`src/rtl/uart_report_sched.sv`:
```
// Arbitrates time-report and alarm requests and streams the chosen ASCII message
// byte by byte to a UART transmitter, with an acknowledge timeout per byte.
module uart_report_sched #(
   parameter int ACK_TIMEOUT = 15
) (
   input  logic        clk,
   input  logic        reset,
   input  logic        req_time,
   input  logic        req_alarm,
   input  logic [7:0]  day,
   input  logic [7:0]  month,
   input  logic [15:0] year,
   input  logic [7:0]  hour,
   input  logic [7:0]  min,
   input  logic [7:0]  sec,
   input  logic [7:0]  alarm_hour,
   input  logic [7:0]  alarm_min,
   input  logic        tx_busy,
   output logic        tx_start,
   output logic [7:0]  tx_data,
   output logic        busy,
   output logic        grant,
   output logic        done,
   output logic        err
);
   typedef enum logic [1:0] {S_IDLE, S_SEND, S_WAIT_ACK, S_WAIT_DONE} state_t;

   state_t      r_state, w_state_next;
   logic        r_pend_time, r_pend_alarm;
   logic [4:0]  r_idx, w_idx_next;
   logic [3:0]  r_cnt, w_cnt_next;
   logic        r_tx_start, w_tx_start_next;
   logic [7:0]  r_tx_data, w_tx_data_next;
   logic        r_grant, w_grant_next;
   logic        r_last, w_last_next;
   logic        r_done, w_done_next;
   logic        r_err, w_err_next;
   logic        w_snap, w_clr_time, w_clr_alarm, w_pick_alarm;
   logic [4:0]  w_last_idx;
   logic [7:0]  w_char;

   logic [7:0]  r_day, r_month, r_hour, r_min, r_sec, r_ahour, r_amin;
   logic [15:0] r_year;

   function automatic logic [7:0] bcd_char(input logic [3:0] d);
      return (d <= 4'd9) ? (8'h30 + {4'h0, d}) : 8'h3F;
   endfunction

   assign tx_start = r_tx_start;
   assign tx_data  = r_tx_data;
   assign busy     = (r_state != S_IDLE);
   assign grant    = r_grant;
   assign done     = r_done;
   assign err      = r_err;

   assign w_last_idx = r_grant ? 5'd12 : 5'd20;

   always_comb begin
      w_char = 8'h00;
      if (r_grant) begin
         case (r_idx)
            5'd0:  w_char = 8'h41;
            5'd1:  w_char = 8'h4C;
            5'd2:  w_char = 8'h41;
            5'd3:  w_char = 8'h52;
            5'd4:  w_char = 8'h4D;
            5'd5:  w_char = 8'h20;
            5'd6:  w_char = bcd_char(r_ahour[7:4]);
            5'd7:  w_char = bcd_char(r_ahour[3:0]);
            5'd8:  w_char = 8'h3A;
            5'd9:  w_char = bcd_char(r_amin[7:4]);
            5'd10: w_char = bcd_char(r_amin[3:0]);
            5'd11: w_char = 8'h0D;
            5'd12: w_char = 8'h0A;
            default: w_char = 8'h00;
         endcase
      end else begin
         case (r_idx)
            5'd0:  w_char = bcd_char(r_day[7:4]);
            5'd1:  w_char = bcd_char(r_day[3:0]);
            5'd2:  w_char = 8'h2E;
            5'd3:  w_char = bcd_char(r_month[7:4]);
            5'd4:  w_char = bcd_char(r_month[3:0]);
            5'd5:  w_char = 8'h2E;
            5'd6:  w_char = bcd_char(r_year[15:12]);
            5'd7:  w_char = bcd_char(r_year[11:8]);
            5'd8:  w_char = bcd_char(r_year[7:4]);
            5'd9:  w_char = bcd_char(r_year[3:0]);
            5'd10: w_char = 8'h20;
            5'd11: w_char = bcd_char(r_hour[7:4]);
            5'd12: w_char = bcd_char(r_hour[3:0]);
            5'd13: w_char = 8'h3A;
            5'd14: w_char = bcd_char(r_min[7:4]);
            5'd15: w_char = bcd_char(r_min[3:0]);
            5'd16: w_char = 8'h3A;
            5'd17: w_char = bcd_char(r_sec[7:4]);
            5'd18: w_char = bcd_char(r_sec[3:0]);
            5'd19: w_char = 8'h0D;
            5'd20: w_char = 8'h0A;
            default: w_char = 8'h00;
         endcase
      end
   end

   always_comb begin
      w_state_next    = r_state;
      w_idx_next      = r_idx;
      w_cnt_next      = r_cnt;
      w_tx_start_next = 1'b0;
      w_tx_data_next  = r_tx_data;
      w_grant_next    = r_grant;
      w_last_next     = r_last;
      w_done_next     = 1'b0;
      w_err_next      = 1'b0;
      w_snap          = 1'b0;
      w_clr_time      = 1'b0;
      w_clr_alarm     = 1'b0;
      // r_last: 0 = time served last, so a tie goes to alarm
      w_pick_alarm    = r_pend_alarm & (~r_pend_time | ~r_last);
      case (r_state)
         S_IDLE: begin
            if (r_pend_time || r_pend_alarm) begin
               w_grant_next = w_pick_alarm;
               w_last_next  = w_pick_alarm;
               w_clr_alarm  = w_pick_alarm;
               w_clr_time   = ~w_pick_alarm;
               w_snap       = 1'b1;
               w_idx_next   = 5'd0;
               w_state_next = S_SEND;
            end
         end
         S_SEND: begin
            w_tx_start_next = 1'b1;
            w_tx_data_next  = w_char;
            w_cnt_next      = 4'd0;
            w_state_next    = S_WAIT_ACK;
         end
         S_WAIT_ACK: begin
            if (tx_busy) begin
               w_state_next = S_WAIT_DONE;
            end else if (r_cnt == 4'(ACK_TIMEOUT - 1)) begin
               w_err_next   = 1'b1;
               w_state_next = S_IDLE;
            end else begin
               w_cnt_next = r_cnt + 4'd1;
            end
         end
         S_WAIT_DONE: begin
            if (!tx_busy) begin
               if (r_idx == w_last_idx) begin
                  w_done_next  = 1'b1;
                  w_state_next = S_IDLE;
               end else begin
                  w_idx_next   = r_idx + 5'd1;
                  w_state_next = S_SEND;
               end
            end
         end
         default: w_state_next = S_IDLE;
      endcase
   end

   always_ff @(posedge clk) begin
      if (!reset) begin
         r_state      <= S_IDLE;
         r_pend_time  <= 1'b0;
         r_pend_alarm <= 1'b0;
         r_idx        <= 5'd0;
         r_cnt        <= 4'd0;
         r_tx_start   <= 1'b0;
         r_tx_data    <= 8'h00;
         r_grant      <= 1'b0;
         r_last       <= 1'b0;
         r_done       <= 1'b0;
         r_err        <= 1'b0;
      end else begin
         r_state      <= w_state_next;
         r_pend_time  <= req_time | (r_pend_time & ~w_clr_time);
         r_pend_alarm <= req_alarm | (r_pend_alarm & ~w_clr_alarm);
         r_idx        <= w_idx_next;
         r_cnt        <= w_cnt_next;
         r_tx_start   <= w_tx_start_next;
         r_tx_data    <= w_tx_data_next;
         r_grant      <= w_grant_next;
         r_last       <= w_last_next;
         r_done       <= w_done_next;
         r_err        <= w_err_next;
      end
   end

   always_ff @(posedge clk) begin
      if (w_snap) begin
         r_day   <= day;
         r_month <= month;
         r_year  <= year;
         r_hour  <= hour;
         r_min   <= min;
         r_sec   <= sec;
         r_ahour <= alarm_hour;
         r_amin  <= alarm_min;
      end
   end
endmodule

```
`config.mk`:
```
export PLATFORM = sky130hd
export DESIGN_NAME = uart_report_sched
export DESIGN_NICKNAME = d
export VERILOG_FILES = /design/src/rtl/uart_report_sched.sv
export SDC_FILE = /design/constraint.sdc
export NUM_CORES = 1
export LEC_CHECK = 0
export ABC_CLOCK_PERIOD_IN_PS = 5150
export CORE_MARGIN = 2
export CORE_UTILIZATION = 50
export DETAILED_ROUTE_END_ITERATION = 8
export PLACE_DENSITY = 0.77
export SKIP_CTS_REPAIR_TIMING = 1
export SLEW_MARGIN = 20
export SYNTH_ARGS = -nofsm -noshare
export SYNTH_HDL_FRONTEND = slang
export SYNTH_SLANG_ARGS = --single-unit
```
`constraint.sdc`:
```
create_clock -name clk -period 5.15 [get_ports clk]
set_clock_uncertainty 0.2 [all_clocks]
set_input_delay 1.2875 -clock clk [delete_from_list [all_inputs] [get_ports clk]]
set_output_delay 1.2875 -clock clk [all_outputs]
set_load 0.02 [all_outputs]
```
### Port wiring

The bar under the picture is 20 microns long.
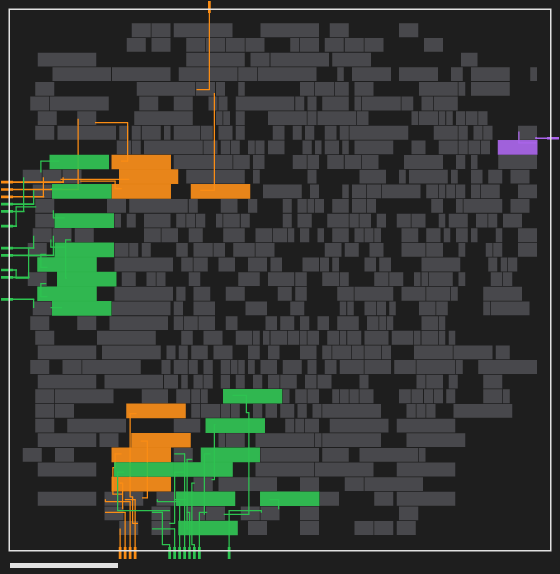
purple -> `err`  # bits 1, direction output, edge east, end cells 1, buffers 1, wire 7.50 microns
orange -> `hour`  # bits 8, direction input, edge 4 south, 3 west, 1 north, end cells 8, buffers 8, wire 208 microns
green -> `year`  # bits 16, direction input, edge 8 west, 8 south, end cells 16, buffers 16, wire 286 microns

### Cell classes on the final placement

Fill, decap, tap and diode cells in gray.
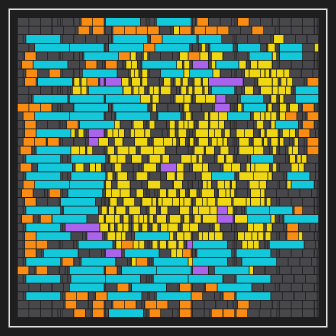
orange -> other buffers and delay cells  # cells 90, share of their area 16%
yellow -> all other logic  # cells 305, share of their area 33%
purple -> clock drivers and dummy loads  # cells 16, share of their area 3.9%
cyan -> flip-flops  # cells 96, share of their area 47%

### Cells by drive strength

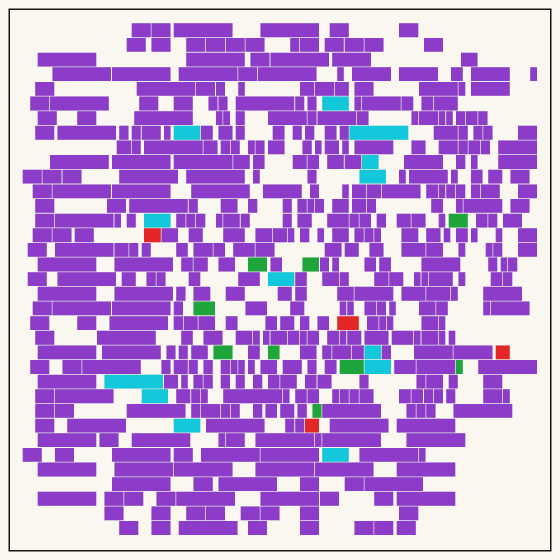
red -> drive 3 to 4  # cells 4, share 0.79%, most used buf_4
purple -> drive 1 or less  # cells 481, share 95%, most used clkdlybuf4s50_1
cyan -> drive 6 and up  # cells 13, share 2.6%, most used clkbuf_8
green -> drive 2  # cells 9, share 1.8%, most used or4b_2

==> notes.md <==
flow finished, numbers: run status finished, final reports clean, origin of the worst setup path r_state[0], Die Y-Extent 100 microns, combinational cell power 289 uW, kind of critical path reg2out, number of warnings in the stage logs 30, Placeable Area 9110 sq um, number of port buffers 88, Total Routing Usage GR 22.0%, ranking of synthesized cells by instance count sky130_fd_sc_hd__edfxtp_1, sky130_fd_sc_hd__a21oi_1, sky130_fd_sc_hd__o21ai_0, sky130_fd_sc_hd__nor2_1, sky130_fd_sc_hd__dfxtp_1, Clock Buffer Count 10, Leak Pwr 1.98 nW, FA/HA/MAJ Cells, Area Fraction 1.89%, uppermost signal routing layer after detailed routing met4, GRT met3 Usage 4.46%, Worst setup endpoint busy, Final setup violation count 0, hold path depth 2, Top Layout Cells sky130_fd_sc_hd__clkdlybuf4s50_1, sky130_fd_sc_hd__edfxtp_1, sky130_fd_sc_hd__a21oi_1, Design Power 1.81 mW, area fraction in and, or, nand and nor cells after synthesis 14.2%, busiest layer in global routing met2, wire length per cell after detailed routing 17.3 microns, met1 global-route usage 27.7%, ys async rst share 0%, non-clk buf share 15.5%, xor+xnor area frac 0.755%, number of global-route vias before repair 3556, number of core rows 35, drt drc 0, highest clock rate 317 MHz, dominant cell type by area after synthesis sky130_fd_sc_hd__edfxtp_1, Multi-input comb cells 285, clock buffers created by TritonCTS 9, TAP cells 111, wirelength, routed 10.7 mm, logic gate fraction of the total cell area 31.3%, startpoint of the worst hold path tx_data[6], worst-path cell with the longest stage delay sky130_fd_sc_hd__clkdlybuf4s50_1, Net Switching 470 uW, maximum fanout encountered on the critical timing path 8, net total in the final layout 586, post-synthesis register bit count 96, setup repair after global routing missed its margin false, metal2 WL 5.26 mm, Top Ports 90, Filler Cells Inserted 751, delay of the slowest cell on the worst path 610 ps, and-or/or-and share of the synthesized area 21.0%, met3 wire length 513 microns, area post-placement 5560 sq um, count of synthesis-stage warnings from yosys 0, WP depth 3, wire length of the first global-routing pass 17.0 mm, Multi-input gate area 1810 sq um, die outline width 100 microns, number of distinct standard cells referenced by the synthesized netlist 65, post-route insts no fill 618, Cell Count Post-Placement 602, Flops 96, worst-path cell chain nor2_1, inv_1, clkdlybuf4s50_1, fraction of area in clock buffers and inverters 3.79%, reg2reg path depth 6, classification of the worst-slack hold path reg2reg, buffer levels on the longest clock path 2, length of routed wiring on met1 4.61 mm
Power is estimated from default activity; no workload was simulated.
